`config.mk`:
```
export PLATFORM = sky130hd
export DESIGN_NAME = updn_mod_counter_flat
export DESIGN_NICKNAME = d
export VERILOG_FILES = /design/src/rtl/updn_mod_counter_if.sv /design/src/rtl/updn_mod_counter.sv /design/src/flat_wrapper.sv
export SDC_FILE = /design/constraint.sdc
export NUM_CORES = 1
export LEC_CHECK = 0
export CAP_MARGIN = 10
export CORE_MARGIN = 8
export CORE_UTILIZATION = 45
export CTS_CLUSTER_SIZE = 20
export DETAILED_ROUTE_END_ITERATION = 10
export PLACE_DENSITY = 0.72
export SETUP_SLACK_MARGIN = 0.02
export SYNTH_ARGS = -nofsm -noshare
export SYNTH_HDL_FRONTEND = slang
export SYNTH_SLANG_ARGS = --single-unit
export TNS_END_PERCENT = 100
```
`constraint.sdc`:
```
create_clock -name clk -period 2.9 [get_ports clk]
set_input_delay 0.29 -clock clk [delete_from_list [all_inputs] [get_ports clk]]
set_output_delay 0.29 -clock clk [all_outputs]
set_load 0.05 [all_outputs]
```
`src/rtl/updn_mod_counter_if.sv`:
```
// Control and status bundle for updn_mod_counter: range/mode/load/enable inputs
// plus count value, cascade strobes and sticky flags.
interface updn_mod_counter_if #(
   parameter int N = 8
);
   logic [N-1:0] lim;
   logic         sat;
   logic         load;
   logic [N-1:0] din;
   logic         eup;
   logic         edn;
   logic         clr_flags;
   logic [N-1:0] qout;
   logic         cout;
   logic         bout;
   logic         ovf;
   logic         unf;

   modport master (
      output lim, sat, load, din, eup, edn, clr_flags,
      input  qout, cout, bout, ovf, unf
   );

   modport slave (
      input  lim, sat, load, din, eup, edn, clr_flags,
      output qout, cout, bout, ovf, unf
   );
endinterface

```
`src/rtl/updn_mod_counter.sv`:
```
// Up/down modulo counter over 0..lim with wrap/saturate, clamped parallel load,
// combinational carry/borrow strobes for cascading, and sticky ovf/unf flags.
module updn_mod_counter #(
   parameter int N = 8
) (
   input  logic                clk,
   input  logic                reset,
   updn_mod_counter_if.slave   bus
);

   localparam logic [N-1:0] ZERO = '0;
   localparam logic [N-1:0] ONE  = {{(N-1){1'b0}}, 1'b1};

   logic [N-1:0] q;
   logic [N-1:0] q_nxt;
   logic [N-1:0] load_val;
   logic         up;
   logic         dn;
   logic         at_top;
   logic         above;
   logic         at_zero;
   logic         ovf_q;
   logic         unf_q;

   assign up      = bus.eup & ~bus.edn & ~bus.load;
   assign dn      = bus.edn & ~bus.eup & ~bus.load;
   assign at_top  = (q >= bus.lim);
   assign above   = (q > bus.lim);
   assign at_zero = (q == ZERO);

   assign load_val = (bus.din > bus.lim) ? bus.lim : bus.din;

   always_comb begin
      q_nxt = q;
      if (bus.load) begin
         q_nxt = load_val;
      end else if (up) begin
         // Saturating at lim also pulls a value stranded above a lowered lim back in range.
         if (!at_top)      q_nxt = q + ONE;
         else if (bus.sat) q_nxt = bus.lim;
         else              q_nxt = ZERO;
      end else if (dn) begin
         if (above)        q_nxt = bus.lim;
         else if (at_zero) q_nxt = bus.sat ? ZERO : bus.lim;
         else              q_nxt = q - ONE;
      end
   end

   always_ff @(posedge clk) begin
      if (reset) begin
         q     <= ZERO;
         ovf_q <= 1'b0;
         unf_q <= 1'b0;
      end else begin
         q     <= q_nxt;
         ovf_q <= bus.cout ? 1'b1 : (bus.clr_flags ? 1'b0 : ovf_q);
         unf_q <= bus.bout ? 1'b1 : (bus.clr_flags ? 1'b0 : unf_q);
      end
   end

   assign bus.qout = q;
   assign bus.cout = up & at_top;
   assign bus.bout = dn & at_zero;
   assign bus.ovf  = ovf_q;
   assign bus.unf  = unf_q;

endmodule

```
`src/flat_wrapper.sv`:
```
// flat-port wrapper written by rule: the top's interface ports become plain ports
module updn_mod_counter_flat 
#(
   parameter int N = 8
)
  (clk, reset, bus_lim, bus_sat, bus_load, bus_din, bus_eup, bus_edn, bus_clr_flags, bus_qout, bus_cout, bus_bout, bus_ovf, bus_unf);
  updn_mod_counter_if #(.N(N)) bus_i ();
  input  logic clk;
  input  logic reset;
  input wire logic [$bits(bus_i.lim)-1:0] bus_lim;
  input wire logic [$bits(bus_i.sat)-1:0] bus_sat;
  input wire logic [$bits(bus_i.load)-1:0] bus_load;
  input wire logic [$bits(bus_i.din)-1:0] bus_din;
  input wire logic [$bits(bus_i.eup)-1:0] bus_eup;
  input wire logic [$bits(bus_i.edn)-1:0] bus_edn;
  input wire logic [$bits(bus_i.clr_flags)-1:0] bus_clr_flags;
  output wire logic [$bits(bus_i.qout)-1:0] bus_qout;
  output wire logic [$bits(bus_i.cout)-1:0] bus_cout;
  output wire logic [$bits(bus_i.bout)-1:0] bus_bout;
  output wire logic [$bits(bus_i.ovf)-1:0] bus_ovf;
  output wire logic [$bits(bus_i.unf)-1:0] bus_unf;
  assign bus_i.lim = bus_lim;
  assign bus_i.sat = bus_sat;
  assign bus_i.load = bus_load;
  assign bus_i.din = bus_din;
  assign bus_i.eup = bus_eup;
  assign bus_i.edn = bus_edn;
  assign bus_i.clr_flags = bus_clr_flags;
  assign bus_qout = bus_i.qout;
  assign bus_cout = bus_i.cout;
  assign bus_bout = bus_i.bout;
  assign bus_ovf = bus_i.ovf;
  assign bus_unf = bus_i.unf;
  updn_mod_counter #(.N(N)) u_core (.clk(clk), .reset(reset), .bus(bus_i));
endmodule
```
==> impl_metrics.csv, run 1 <==
group,metric,value,unit
status,outcome,"finished, final reports clean",
final_layout,ff_latch_area,200,um2
placed_design,gp_congestion,0.909,
clock_network,cts_buffer_depth,2,
flow_run,warnings,28,
final_layout,antenna_cells,0,
clock_network,cts_tree,"yes",
logic_synthesis,async_flop_share,0,
global_route,antenna_found_initial,0,
power_and_ir_drop,clkPwrFrac,0.171,
worst_setup_path,cp.arrival,2.29,ns
logic_synthesis,synth_cell_types,53,
worst_setup_path,crit_type,"in2out",
final_layout,syn2layout_area_growth,36.4,%
timing,relSlewSlack,0.513,
global_route,gr-total-overflow,0,
logic_synthesis,ys_cells,198,
final_layout,mostFrequentLayoutCells,"32 x clkdlybuf4s50_1, 27 x buf_4, 19 x ha_1",
timing,rsz0062_at_grt,"no",
power_and_ir_drop,intPower,0.465,mW
floorplan,row_count,21,
logic_synthesis,yosys_most_used_dff,"dfxtp_1",
routing,drt-pass1-iter-count,4,
timing,fin_crit,2.58,ns
global_route,grt_max_degree,13,
timing,min_period_over_period,0.889,
timing,final.setup.tns,0,ns
timing,hold_violations,0,
power_and_ir_drop,leakage,0.891,nW
logic_synthesis,synth-edff-count,0,
timing,max_freq,388,MHz
routing,wirelength,4580,um
routing,wl_per_cell,15.6,um
logic_synthesis,syn_area,0.00151,mm2
routing,vias_per_cell,5.52,
routing,drc,0,
clock_network,root_buffer,"clkbuf_4",
routing,drt_iter0_markers,123,
final_layout,final_common_cell,"clkdlybuf4s50_1",
clock_network,ctsResizeCount,0,
final_layout,finalNetCount,291,
power_and_ir_drop,p_per_area,392,mW/mm2
logic_synthesis,fp_nets,240,
clock_network,clock_sink_count,10,
clock_network,post-cts-setup-buffers,0,
logic_synthesis,ys_seq_frac,0.133,
power_and_ir_drop,p_sw,0.341,mW
power_and_ir_drop,switching_share,0.423,
final_layout,drive_gt1_frac,0.181,
floorplan,fp.dieH,73.8,um
global_route,track_usage,0.181,
routing,via_count,1623,
worst_setup_path,critPathRequiredTime,2.61,ns
worst_setup_path,crit_slowest_cell,"clkdlybuf4s50_1",
worst_setup_path,worst-path-max-fanout,10,
power_and_ir_drop,total_power,0.805,mW
timing,slew_viol_final,0,
flow_run,maxCapViolations,0,
global_route,grt_pass1_vias,1636,
logic_synthesis,synthCells,198,
clock_network,cts_hold_buf,0,
timing,finalClockSkew,0.00517,ns
clock_network,numCtsBuffers,3,
worst_setup_path,setup.worst_path.start_class,"input port",
clock_network,insertion_delay,0.28,ns
routing,ant_nets,0,
final_layout,fillCellCount,294,
power_and_ir_drop,ir_drop,0.249,mV
worst_setup_path,max_stage_delay,0.54,ns
timing,finalSetupViolations,0,
logic_synthesis,yosysWarnings,0,
timing,worst_pin_slew,0.724,ns
clock_network,htree_levels,1,
worst_setup_path,crit_path_cell_trace,"clkdlybuf4s50_1, inv_1, ha_1, o21ai_0, a21oi_1, o31a_1, nor2_1, buf_4, nor3_2, buf_4",
floorplan,dieArea,0.00545,mm2
worst_setup_path,end_kind,"primary output",
power_and_ir_drop,seqPwrFrac,0.205,
logic_synthesis,yosys-stat-area,0.00151,mm2
logic_synthesis,syn_area_per_cell,7.60,um2
placed_design,hpwlAfterDp,3640,um
min_path,hp-class,"reg2reg",
clock_network,path_clk_slew,0.08,ns
floorplan,die_x,73.8,um
logic_synthesis,ys_ff,10,
power_and_ir_drop,power_frac_comb,0.624,
worst_setup_path,crit_top_cell,"buf_4",
global_route,grt_pass1_wl,7780,um
final_layout,final-comb-area,0.00119,mm2
==> run 1: synth_stat cells, types with 3 or more instances <==
master,count,area (um2)
a311oi_1,3,26.3
nand3_1,9,45.0
buf_2,5,25.0
dfxtp_1,10,200
mux2_2,3,33.8
nand2_1,16,60.1
xor2_1,3,26.3
mux2i_1,8,80.1
inv_1,12,45.0
nand2b_1,3,18.8
nor2b_1,3,18.8
nor2_1,16,60.1
o21ai_0,7,35.0
o211ai_1,4,30.0
ha_1,19,238
xnor2_1,7,61.3
nor3_1,5,25.0
clkbuf_1,5,18.8
a21oi_1,16,80.1
==> run 1: critical path, delay by kind of cell <==
family | cells | cell delay [ns]
AOI/OAI and AO/OA | 3 | 0.53
adders and majority gates | 1 | 0.29
buffers and inverters | 4 | 1.04
and+or+nand+nor | 2 | 0.15
==> run 1: power by group through the flow <==
stage          clock network, mW  logic (mW)  registers [mW]
6_report                   0.138       0.503           0.165
5_1_grt                    0.147       0.550           0.167
4_1_cts                    0.140       0.501           0.165
3_5_place_dp                   0       0.498           0.168
3_3_place_gp                   0       0.497           0.168
2_1_floorplan                  0       0.272           0.217
==> run 1: through the flow <==
step | instance area (um2) | hold WS [ns] | std cells | setup slack, ns
after CTS | 2050 | 0.505 | 294 | 0.334
after floorplan | 1510 | 0.477 | 198 | 0.111
after global routing | 2050 | 0.535 | 294 | 0.130
after global placement | 2020 | 0.477 | 290 | 0.102
after detailed placement | 2020 | 0.487 | 290 | 0.0545
final | 2050 | 0.499 | 294 | 0.322
==> run 1: final cells by class <==
cell class                 count  share of cell area
tap                           46              0.0280
timing repair buffer          59               0.255
inverter                      12              0.0219
multi-input combinational    163               0.580
clock buffer                   4              0.0177
sequential                    10              0.0975
==> run 1: flip-flops by register name, summed over array words and instances (netlist names) <==
name             count
u_core.bus.ovf       1
u_core.bus.qout      8
u_core.bus.unf       1
==> run 1: routing by layer <==
layer	global-route usage	share of wire	vias up
met5	0	0	-
met4	0.0510	0.011	0
met3	0.0382	0.072	6
met2	0.297	0.47	49
met1	0.229	0.45	739
li1	-	-	829
==> run 1: final timing paths <==
path | depth (start not counted) | end | slack (ns) | startpoint
min reg2reg | 2 | u_core.bus.ovf | 0.50 | u_core.bus.ovf
max | 10 | bus_cout | 0.32 | bus_lim[2]
max reg2reg | 8 | u_core.bus.qout[3] | 0.55 | u_core.bus.qout[1]
min | 2 | u_core.bus.ovf | 0.50 | u_core.bus.ovf
==> run 1: cell families (layout without fill, tap and decap cells) <==
| family | after synthesis | after routing | share of synthesized area |
|---|---|---|---|
| compound gates | 52 | 52 | 0.253 |
| xor+xnor | 10 | 10 | 0.0582 |
| fa+ha+maj | 19 | 19 | 0.158 |
| buf+inv | 25 | 75 | 0.0790 |
| flops | 10 | 10 | 0.133 |
| mux | 11 | 11 | 0.0756 |
| simple gates | 71 | 71 | 0.244 |
Fig. 1: run 1, placement by cell class
Scale bar: 20 um. Fill, decap, tap and diode cells in grey.
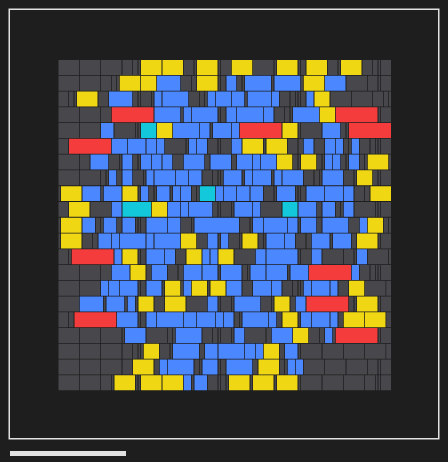
yellow -> other buffers and delay cells  # cells 59
cyan -> clock drivers and dummy loads  # cells 4
blue -> combinational and other logic  # cells 175
red -> flops  # cells 10

Fig. 2: run 1, local utilization
The die is cut into 7 by 7 equal tiles; white is low, dark blue is high, 0 to 100% covered.
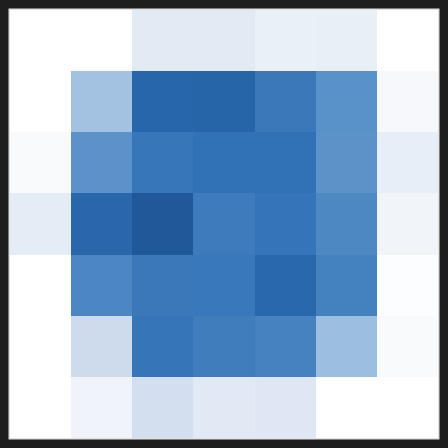
fullest tile = 84%
mean over tiles = 37%
nearly empty tiles = 20%
tiles over 75% full = 10%
densest ninth of the die = centre
Core Area: 0.00328 mm2
Pre-Place Util: 0.458
Final Util: 0.625

Fig. 3: run 1, port wiring
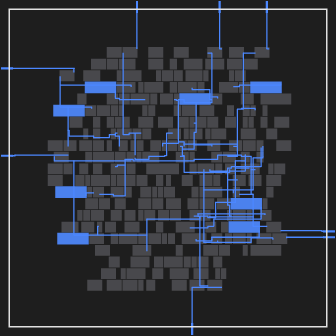
blue -> bus_qout  # bits 8, direction output, end cells 8, wire 710 um
I/O Buffers: 34
Ports: 35

==> run 2, diff against run 1 <==
--- a/config.mk
+++ b/config.mk
@@ -5,12 +5,11 @@
 export SDC_FILE = /design/constraint.sdc
 export NUM_CORES = 1
 export LEC_CHECK = 0
-export CAP_MARGIN = 10
+export CAP_MARGIN = 20
 export CORE_MARGIN = 8
-export CORE_UTILIZATION = 45
-export CTS_CLUSTER_SIZE = 20
+export CORE_UTILIZATION = 35
 export DETAILED_ROUTE_END_ITERATION = 10
-export PLACE_DENSITY = 0.72
+export PLACE_DENSITY = 0.58
 export SETUP_SLACK_MARGIN = 0.02
 export SYNTH_ARGS = -nofsm -noshare
 export SYNTH_HDL_FRONTEND = slang
Fig. 4: run 2, routing congestion map
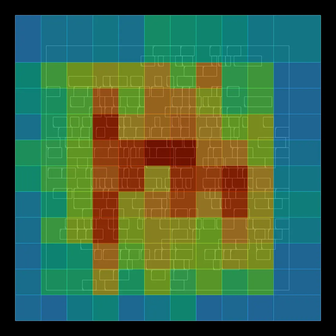
met1 usage in global routing: 0.199
GRT Total Usage: 0.159

==> impl_metrics.csv, run 2 <==
group,metric,value,unit
status,outcome,"finished, final reports clean",
routing,vias_per_cell,5.42,
floorplan,fp_util,0.355,
global_route,gr-total-overflow,0,
final_layout,syn2layout_area_growth,36.5,%
routing,drc,0,
clock_network,path_clk_slew,0.06,ns
power_and_ir_drop,clkPwrFrac,0.229,
min_path,hp-start,"u_core.bus.unf",
floorplan,io_pins,35,
final_layout,antenna_cells,0,
logic_synthesis,synth-edff-count,0,
final_layout,ff_latch_area,200,um2
global_route,grt_pass1_wl,8200,um
logic_synthesis,fp_nets,240,
power_and_ir_drop,ir_drop,0.187,mV
power_and_ir_drop,p_per_area,414,mW/mm2
floorplan,fp.dieH,81.6,um
floorplan,dieArea,0.00666,mm2
logic_synthesis,syn_area,0.00151,mm2
logic_synthesis,synthTopCellsByCount,"19 x ha_1, 16 x a21oi_1, 16 x nand2_1, 16 x nor2_1, 12 x inv_1",
clock_network,cts_buffer_depth,2,
logic_synthesis,ys_seq_frac,0.133,
global_route,grt_pass1_vias,1673,
timing,min_period_over_period,0.892,
placed_design,port_buffers,34,
logic_synthesis,synthCells,198,
logic_synthesis,synth.most_common_cell,"ha_1",
final_layout,drive_gt1_frac,0.165,
placed_design,gp_congestion,0.842,
flow_run,warnings,28,
final_layout,largest_reg_flops,8,
placed_design,place_inst,291,
worst_setup_path,r2r_start,"u_core.bus.qout[1]",
logic_synthesis,yosysWarnings,0,
final_layout,final-comb-area,0.00119,mm2
logic_synthesis,ys_ff,10,
routing,ant_nets,0,
final_layout,fillCellCount,417,
logic_synthesis,top_area_frac,0.158,
clock_network,htree_levels,1,
routing,via_count,1598,
worst_setup_path,cp.arrival,2.30,ns
timing,max_freq,387,MHz
timing,rsz0062_at_grt,"no",
global_route,antenna_found_initial,0,
routing,wirelength,4950,um
logic_synthesis,synth_cell_types,53,
global_route,grt_max_degree,13,
worst_setup_path,critPathRequiredTime,2.61,ns
logic_synthesis,yosys-stat-area,0.00151,mm2
clock_network,root_buffer,"clkbuf_8",
timing,final.setup.tns,0,ns
power_and_ir_drop,switching_share,0.419,
final_layout,mostFrequentLayoutCells,"32 x clkdlybuf4s50_1, 21 x buf_4, 19 x ha_1",
worst_setup_path,crit_type,"in2out",
power_and_ir_drop,leakage,0.880,nW
worst_setup_path,setup.worst_path.start_class,"input port",
placed_design,hpwlAfterDp,3950,um
routing,wl_per_cell,16.8,um
worst_setup_path,cp-startpoint,"bus_lim[6]",
power_and_ir_drop,p_sw,0.357,mW
logic_synthesis,async_flop_share,0,
logic_synthesis,syn_area_per_cell,7.60,um2
clock_network,numCtsBuffers,3,
final_layout,finalNetCount,286,
clock_network,cts_hold_buf,0,
clock_network,cts_tree,"yes",
min_path,hp-class,"reg2reg",
power_and_ir_drop,intPower,0.494,mW
power_and_ir_drop,total_power,0.851,mW
logic_synthesis,yosys_most_used_dff,"dfxtp_1",
timing,finalSetupViolations,0,
clock_network,ctsResizeCount,0,
final_layout,instances_no_fill,295,
logic_synthesis,top_area_cell,"ha_1",
flow_run,maxCapViolations,0,
timing,relSlewSlack,0.398,
worst_setup_path,worst-path-max-fanout,12,
power_and_ir_drop,seqPwrFrac,0.194,
timing,finalClockSkew,0.00485,ns
routing,drt_iter0_markers,93,
timing,fin_crit,2.59,ns
clock_network,clock_sink_count,10,
timing,slew_viol_final,0,
floorplan,die_x,81.6,um
clock_network,post-cts-setup-buffers,0,
timing,worst_pin_slew,0.896,ns
routing,drt-pass1-iter-count,4,
logic_synthesis,yosys-top-cells-area,"ha_1 16%, dfxtp_1 13%, a21oi_1 5.3%",
power_and_ir_drop,power_frac_comb,0.576,
final_layout,final_common_cell,"clkdlybuf4s50_1",
worst_setup_path,end_kind,"primary output",
timing,hold_violations,0,
logic_synthesis,ys_cells,198,
clock_network,insertion_delay,0.25,ns
Fig. 5: run 2, placement by cell class
Scale bar: 20 um. Fill, decap, tap and diode cells in grey.
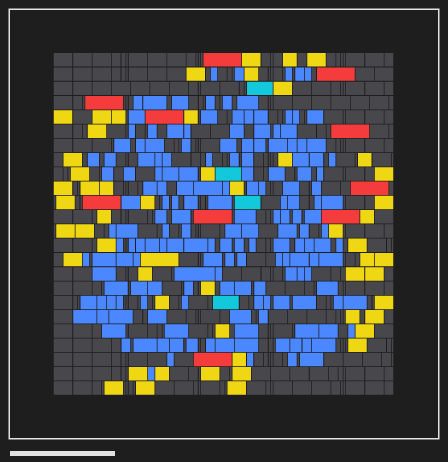
blue -> combinational and other logic  # cells 175
yellow -> other buffers and delay cells  # cells 54
red -> flops  # cells 10
cyan -> clock drivers and dummy loads  # cells 4
fraction of area in registers: 0.0974
Final Util: 0.485
Placement Rows: 24
Finished Cell Area: 0.00205 mm2
Core Area: 0.00423 mm2

run 2: cell types whose count changed in the layout (fill, tap and decap cells not counted), sizes merged:
cell  previous run  this run
buf             27        22
run 2: power groups by stage:
stage | clock network [mW] | logic, mW | registers (mW)
floorplan | 0 | 0.272 | 0.217
global placement | 0 | 0.488 | 0.168
detailed placement | 0 | 0.487 | 0.169
CTS | 0.201 | 0.490 | 0.165
global route | 0.206 | 0.536 | 0.167
finish | 0.195 | 0.490 | 0.165
run 2: routing by layer:
layer / vias up / GRT usage / wire length, um
met5: - / 0 / 0
met4: 0 / 0.0842 / 139
met3: 13 / 0.0383 / 311
met2: 46 / 0.246 / 2160
met1: 721 / 0.199 / 2350
li1: 818 / - / -
run 2: layout make-up:
class	instances	share of cell area
inverters	12	0.0219
multi-input cells	163	0.580
well taps	52	0.0317
repair buffers	54	0.242
flip-flops and latches	10	0.0974
clock buffers	4	0.0268
run 2: path summary, 6_finish.rpt:
path                              to  slack (ns)  depth (start not counted)
setup / recovery            bus_cout        0.31                         10
hold reg to reg       u_core.bus.unf        0.48                          2
setup reg to reg  u_core.bus.qout[3]        0.48                          8
hold / removal        u_core.bus.unf        0.48                          2
run 2: metrics by stage:
stage	cell area [um2]	util	hold slack (ns)	setup WS [ns]
after detailed placement	2000	0.472	0.474	0.0873
after global routing	2050	0.485	0.536	0.163
after global placement	2000	0.472	0.466	0.115
final	2050	0.485	0.482	0.314
after floorplan	1510	-	0.477	0.111
after CTS	2050	0.485	0.488	0.351
run 2: cells by family (layout without fill, tap and decap cells):
group                      Yosys count  in the layout  share of synthesized area
and+or+nand+nor                     71             71                      0.244
AOI/OAI and AO/OA                   52             52                      0.253
buffers and inverters               25             70                     0.0790
adders and majority gates           19             19                      0.158
muxes                               11             11                     0.0756
xor gates and xnor gates            10             10                     0.0582
DFF                                 10             10                      0.133
run 2: critical path, stage by stage:
cell and delay [ns]:
clkdlybuf4s50_1 0.50, inv_1 0.09, ha_1 0.29, nand2_1 0.04, o21ai_0 0.29, buf_4 0.19
nor2_1 0.06, buf_12 0.15, nor3_2 0.15, buf_4 0.23
Power figures rest on the tool's default switching activity, not on a simulated workload.
